Figure 1. Power grid.
Bar = 20 microns. Pins as bars on the die edge. Tap cells in grey.
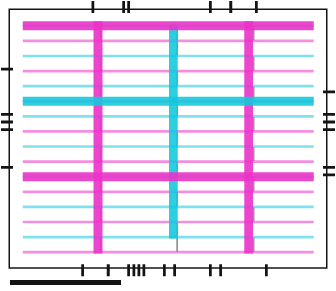
Figure 2. Cell classes on the final placement.
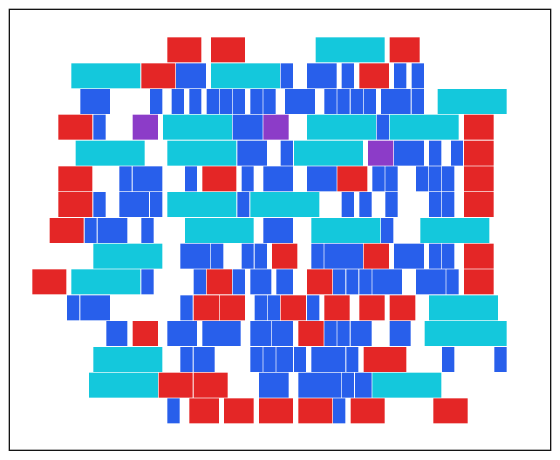
Figure 3. Clock wires, drivers and flops.
Bar = 20 microns.
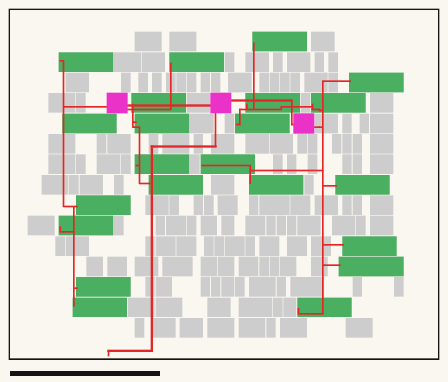
Figure 4. Routed metal, one colour a layer.
Bar = 20 microns. Two of the layers only.
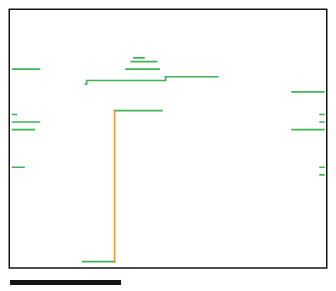
Figure 5. Clock nets.
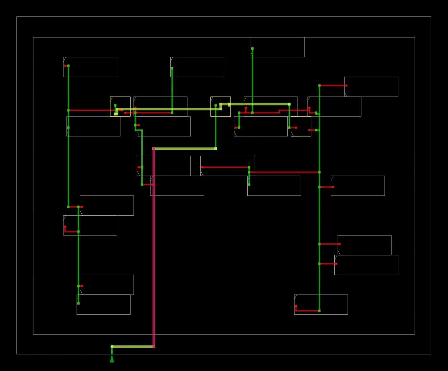
File: src/rtl/ctrl_pipe_pkg.sv
// Shared definitions for the control-word pipeline register: bus layout,
// widths and a small popcount helper used for occupancy tracking.
package ctrl_pipe_pkg;

  localparam int CTRL_W    = 9;
  localparam int MAX_DEPTH = 4;

  typedef struct packed {
    logic       reg_wr;
    logic       wr_en;
    logic       rd_en;
    logic       cs;
    logic       csr_reg_wr;
    logic       csr_reg_rd;
    logic       is_mret;
    logic [1:0] wb_sel;
  } ctrl_bus_t;

  function automatic logic [2:0] countOnes(input logic [MAX_DEPTH-1:0] bits);
    logic [2:0] n;
    n = '0;
    for (int i = 0; i < MAX_DEPTH; i++) begin
      n = n + {2'b00, bits[i]};
    end
    return n;
  endfunction

endpackage

File: src/rtl/ctrl_pipe_slot.sv
// One pipeline stage: a valid bit plus payload. The payload is zeroed
// whenever the stage empties so stale control bits never leak downstream.
module ctrl_pipe_slot
  import ctrl_pipe_pkg::*;
#(
  parameter int WIDTH = CTRL_W
) (
  input  logic             clk,
  input  logic             reset,
  input  logic             load_i,
  input  logic             drain_i,
  input  logic             clear_i,
  input  logic [WIDTH-1:0] data_i,
  output logic             valid_o,
  output logic             valid_d_o,
  output logic [WIDTH-1:0] data_o
);

  logic             valid_q, valid_d;
  logic [WIDTH-1:0] data_q, data_d;

  // Clear beats load, load beats drain: a stage that hands its entry on and
  // receives a new one in the same cycle simply takes the new entry.
  always_comb begin
    valid_d = valid_q;
    data_d  = data_q;
    if (clear_i) begin
      valid_d = 1'b0;
      data_d  = '0;
    end else if (load_i) begin
      valid_d = 1'b1;
      data_d  = data_i;
    end else if (drain_i) begin
      valid_d = 1'b0;
      data_d  = '0;
    end
  end

  always_ff @(posedge clk) begin
    if (reset) begin
      valid_q <= 1'b0;
      data_q  <= '0;
    end else begin
      valid_q <= valid_d;
      data_q  <= data_d;
    end
  end

  assign valid_o   = valid_q;
  assign valid_d_o = valid_d;
  assign data_o    = data_q;

endmodule

File: src/rtl/ctrl_pipe_reg.sv
// Elastic control-word pipeline of DEPTH stages with full-throughput
// back-to-front ready, whole-pipe flush and young-stage flush.
module ctrl_pipe_reg
  import ctrl_pipe_pkg::*;
#(
  parameter int WIDTH = CTRL_W,
  parameter int DEPTH = 2
) (
  input  logic                       clk,
  input  logic                       reset,
  input  logic                       in_valid,
  input  logic [WIDTH-1:0]           in_data,
  output logic                       in_ready,
  output logic                       out_valid,
  output logic [WIDTH-1:0]           out_data,
  input  logic                       out_ready,
  input  logic                       flush_all,
  input  logic                       flush_young,
  output logic [$clog2(DEPTH+1)-1:0] occupancy
);

  localparam int OCC_W = $clog2(DEPTH+1);

  logic [DEPTH-1:0]     valid_q, valid_d, advance, load, clear;
  logic [WIDTH-1:0]     data_q [DEPTH];
  logic [WIDTH-1:0]     slotIn [DEPTH];
  logic [OCC_W-1:0]     occ_q, occ_d;
  logic [MAX_DEPTH-1:0] validPad;
  logic                 outFire, accept;

  assign outFire = valid_q[DEPTH-1] & out_ready & ~reset;

  // Closed form of the ready chain: a stage moves if anything downstream is
  // empty, or everything downstream is full and the tail is being consumed.
  always_comb begin : advance_chain
    logic fullBelow;
    fullBelow = 1'b1;
    advance   = '0;
    for (int k = DEPTH - 1; k >= 0; k--) begin
      advance[k] = valid_q[k] & (~fullBelow | outFire);
      fullBelow  = fullBelow & valid_q[k];
    end
  end

  // Any flush discards the concurrent input, so it is never signalled as accepted.
  assign in_ready = (~valid_q[0] | advance[0]) & ~flush_all & ~flush_young & ~reset;
  assign accept   = in_valid & in_ready;

  for (genvar k = 0; k < DEPTH; k++) begin : g_stage
    localparam bit IS_LAST = (k == DEPTH - 1);

    if (k == 0) begin : g_head
      assign load[k]   = accept;
      assign slotIn[k] = in_data;
    end else begin : g_body
      assign load[k]   = advance[k-1] & ~(flush_young & IS_LAST);
      assign slotIn[k] = data_q[k-1];
    end

    assign clear[k] = flush_all | (flush_young & ~IS_LAST);

    ctrl_pipe_slot #(.WIDTH(WIDTH)) u_slot (
      .clk      (clk),
      .reset    (reset),
      .load_i   (load[k]),
      .drain_i  (advance[k]),
      .clear_i  (clear[k]),
      .data_i   (slotIn[k]),
      .valid_o  (valid_q[k]),
      .valid_d_o(valid_d[k]),
      .data_o   (data_q[k])
    );
  end

  always_comb begin
    validPad             = '0;
    validPad[DEPTH-1:0]  = valid_d;
    occ_d                = OCC_W'(countOnes(validPad));
  end

  always_ff @(posedge clk) begin
    if (reset) begin
      occ_q <= '0;
    end else begin
      occ_q <= occ_d;
    end
  end

  // Suppress the tail during reset so an in-flight entry cannot complete a handshake.
  assign out_valid = valid_q[DEPTH-1] & ~reset;
  assign out_data  = out_valid ? data_q[DEPTH-1] : '0;
  assign occupancy = occ_q;

endmodule

File: config.mk
export PLATFORM = sky130hd
export DESIGN_NAME = ctrl_pipe_reg
export DESIGN_NICKNAME = d
export VERILOG_FILES = /design/src/rtl/ctrl_pipe_pkg.sv /design/src/rtl/ctrl_pipe_slot.sv /design/src/rtl/ctrl_pipe_reg.sv
export SDC_FILE = /design/constraint.sdc
export NUM_CORES = 1
export LEC_CHECK = 0
export ABC_AREA = 1
export CAP_MARGIN = 25
export CORE_ASPECT_RATIO = 0.8
export CORE_MARGIN = 2
export CORE_UTILIZATION = 46
export DETAILED_ROUTE_END_ITERATION = 7
export MAX_ROUTING_LAYER = met4
export PLACE_DENSITY = 0.81
export SYNTH_ARGS = -nofsm -noshare
export SYNTH_HDL_FRONTEND = slang
export SYNTH_HIERARCHICAL = 1
export SYNTH_SLANG_ARGS = --single-unit
File: constraint.sdc
create_clock -name clk -period 1.69 [get_ports clk]
set_input_delay 0.169 -clock clk [delete_from_list [all_inputs] [get_ports clk]]
set_output_delay 0.169 -clock clk [all_outputs]
set_load 0.01 [all_outputs]
==> results_dict.tcl <==
# flow metrics
set metrics [dict create \
    ys_ff 22 \
    gp_congestion 0.863 \
    first_iter_violations 15 \
    clock_skew_ns 0.00832 \
    dieHeight_microns 46.4 \
    tightest_slew_ns 0.562 \
    vias_per_cell 4.57 \
    hold_path_class "primary input to flip-flop" \
    fp.dieW_microns 57.0 \
    ir_drop_uv 763 \
    die_area_sq_mm 0.00264 \
    fillers 187 \
    slew_headroom_pct 62.5 \
    fp.coreArea_sq_mm 0.00214 \
    path_max_fanout 3 \
    dr.pass1.iters 4 \
    dpl_cell_area_sq_mm 0.00139 \
    yosysWarningCount 6 \
    grt_pass1_vias 785 \
    portBuffers 27 \
    cts_tree "yes" \
    syn-instance-count 132 \
    dp_hpwl_microns 1640 \
    crit_required_ns 1.52 \
    status "finished, final reports clean" \
    vias 891 \
    async_flop_share_pct 0 \
    edf_count 0 \
    period_minus_slack_ns 1.52 \
    synthDistinctLibCells 17 \
    core_util_floorplan_pct 48.2 \
    p_per_area_mw_per_mm2 582 \
    end_kind "output port" \
    dp_cells 192 \
    antenna_cells 0 \
    cts_root_buf "clkbuf_4" \
    finalHoldViolations 0 \
    clk_pin_slew_ns 0.10 \
]
About Figure 1:
legend:
  magenta:
    net: VSS
  cyan:
    net: VDD
met5 straps: 3
met4 straps: 3

About Figure 2:
legend:
  blue:
    class: all other logic
    cells: 106
    share_of_their_area: 40%
  red:
    class: other buffers and delay cells
    cells: 39
    share_of_their_area: 25%
  purple:
    class: cells driving clock nets
    cells: 3
    share_of_their_area: 1.6%
  cyan:
    class: flip-flops
    cells: 22
    share_of_their_area: 32%

About Figure 3:
legend:
  red:
    item: clock wires
    length: 240 microns
  magenta:
    item: cells driving clock nets
    count: 3
  green:
    item: flip-flops
    count: 22
routed clock nets: 4
flops lie: all over the die

About Figure 4:
legend:
  green:
    layer: met3
    wire_length: 82.5 microns
  orange:
    layer: met4
    wire_length: 27.2 microns

About Figure 5:
# clock sinks: 22
CTS buffer count: 3
Late-Pin Clk Latency: 0.30 ns
clkbuf count: 3
Clk power: 224 uW

[logic make-up (layout without fill, tap and decap cells)]
kind of cell	Yosys count	count (layout)	synth area share, %
buffers and inverters	24	62	10.9
flip-flops	22	22	42.7
adder cells (fa/ha/maj)	1	1	1.21
AND/OR/NAND/NOR	64	64	27.8
AND-OR/OR-AND	21	21	17.5
[routing by layer]
layer  track usage, %  vias up  routed length [microns]
li1                 -      475                        -
met1             18.8      392                      960
met2             30.8       22                      961
met3             5.06        2                       82
met4             5.58        0                       27
met5                -        -                        0
[worst max-delay path: stages]
cell             delay [ns]
clkdlybuf4s50_1        0.45
or2_4                  0.28
nor2_2                 0.07
nand2_1                0.08
inv_1                  0.05
dlygate4sd2_1          0.25
[flip-flops by register name, indices dropped and copies added (netlist names)]
name and cells:
g_stage.u_slot/data_o 18, g_stage.u_slot/valid_o 2, occupancy 2
[report_power, final]
group | leakage, nW | switching (mW) | internal [mW] | total [mW]
Combinational | 0.336 | 0.0320 | 0.0416 | 0.0736
Clock | 0.0138 | 0.141 | 0.0830 | 0.224
Sequential | 0.178 | 0.000788 | 0.518 | 0.519
Total | 0.528 | 0.173 | 0.643 | 0.816
[cell type report]
cell class / instances / area (sq um) / area share [%]
inverter: 20 / 75.1 / 5.36
multi-input combinational: 86 / 479 / 34.2
tap: 25 / 31.3 / 2.23
sequential: 22 / 444 / 31.7
timing repair buffer: 39 / 349 / 24.9
clock buffer: 3 / 22.5 / 1.61
[final timing paths]
| path | to | slack [ns] |
|---|---|---|
| max | in_ready | 0.17 |
| max reg2reg | occupancy[0]$_SDFF_PP0_ | 0.26 |
| min reg2reg | g_stage[1].u_slot/data_o[8]$_SDFFE_PP0P_ | 0.47 |
| min | g_stage[0].u_slot/data_o[1]$_SDFFE_PP0P_ | 0.43 |
[cells in the final DEF (no fill, tap or decap), drive strengths merged]
master	instances
dfxtp	22
dlygate4sd2	11
clkdlybuf4s50	15
nor2	21
ha	1
nor3	1
dlymetal6s2s	1
or2	3
buf	12
nand3	2
inv	20
nand2	37
a21oi	21
clkbuf	3
[repair_timing]
action | CTS | global route
endpoints found under the setup margin | 11 | 1
resized | 13 | 1
buffers inserted | 0 | 0
[stage by stage]
stage                     util, %  hold slack [ns]  worst slack (ns)  power, mW
after global placement       64.8            0.457           -0.0916      0.606
after CTS                    65.4            0.422            0.0139      0.825
after detailed placement     64.8            0.460            -0.148      0.607
after global routing         65.5            0.411             0.103      0.856
final                        65.5            0.430             0.166      0.816
after floorplan                 -            0.240             0.167      0.563
Power is estimated from default activity; no workload was simulated.
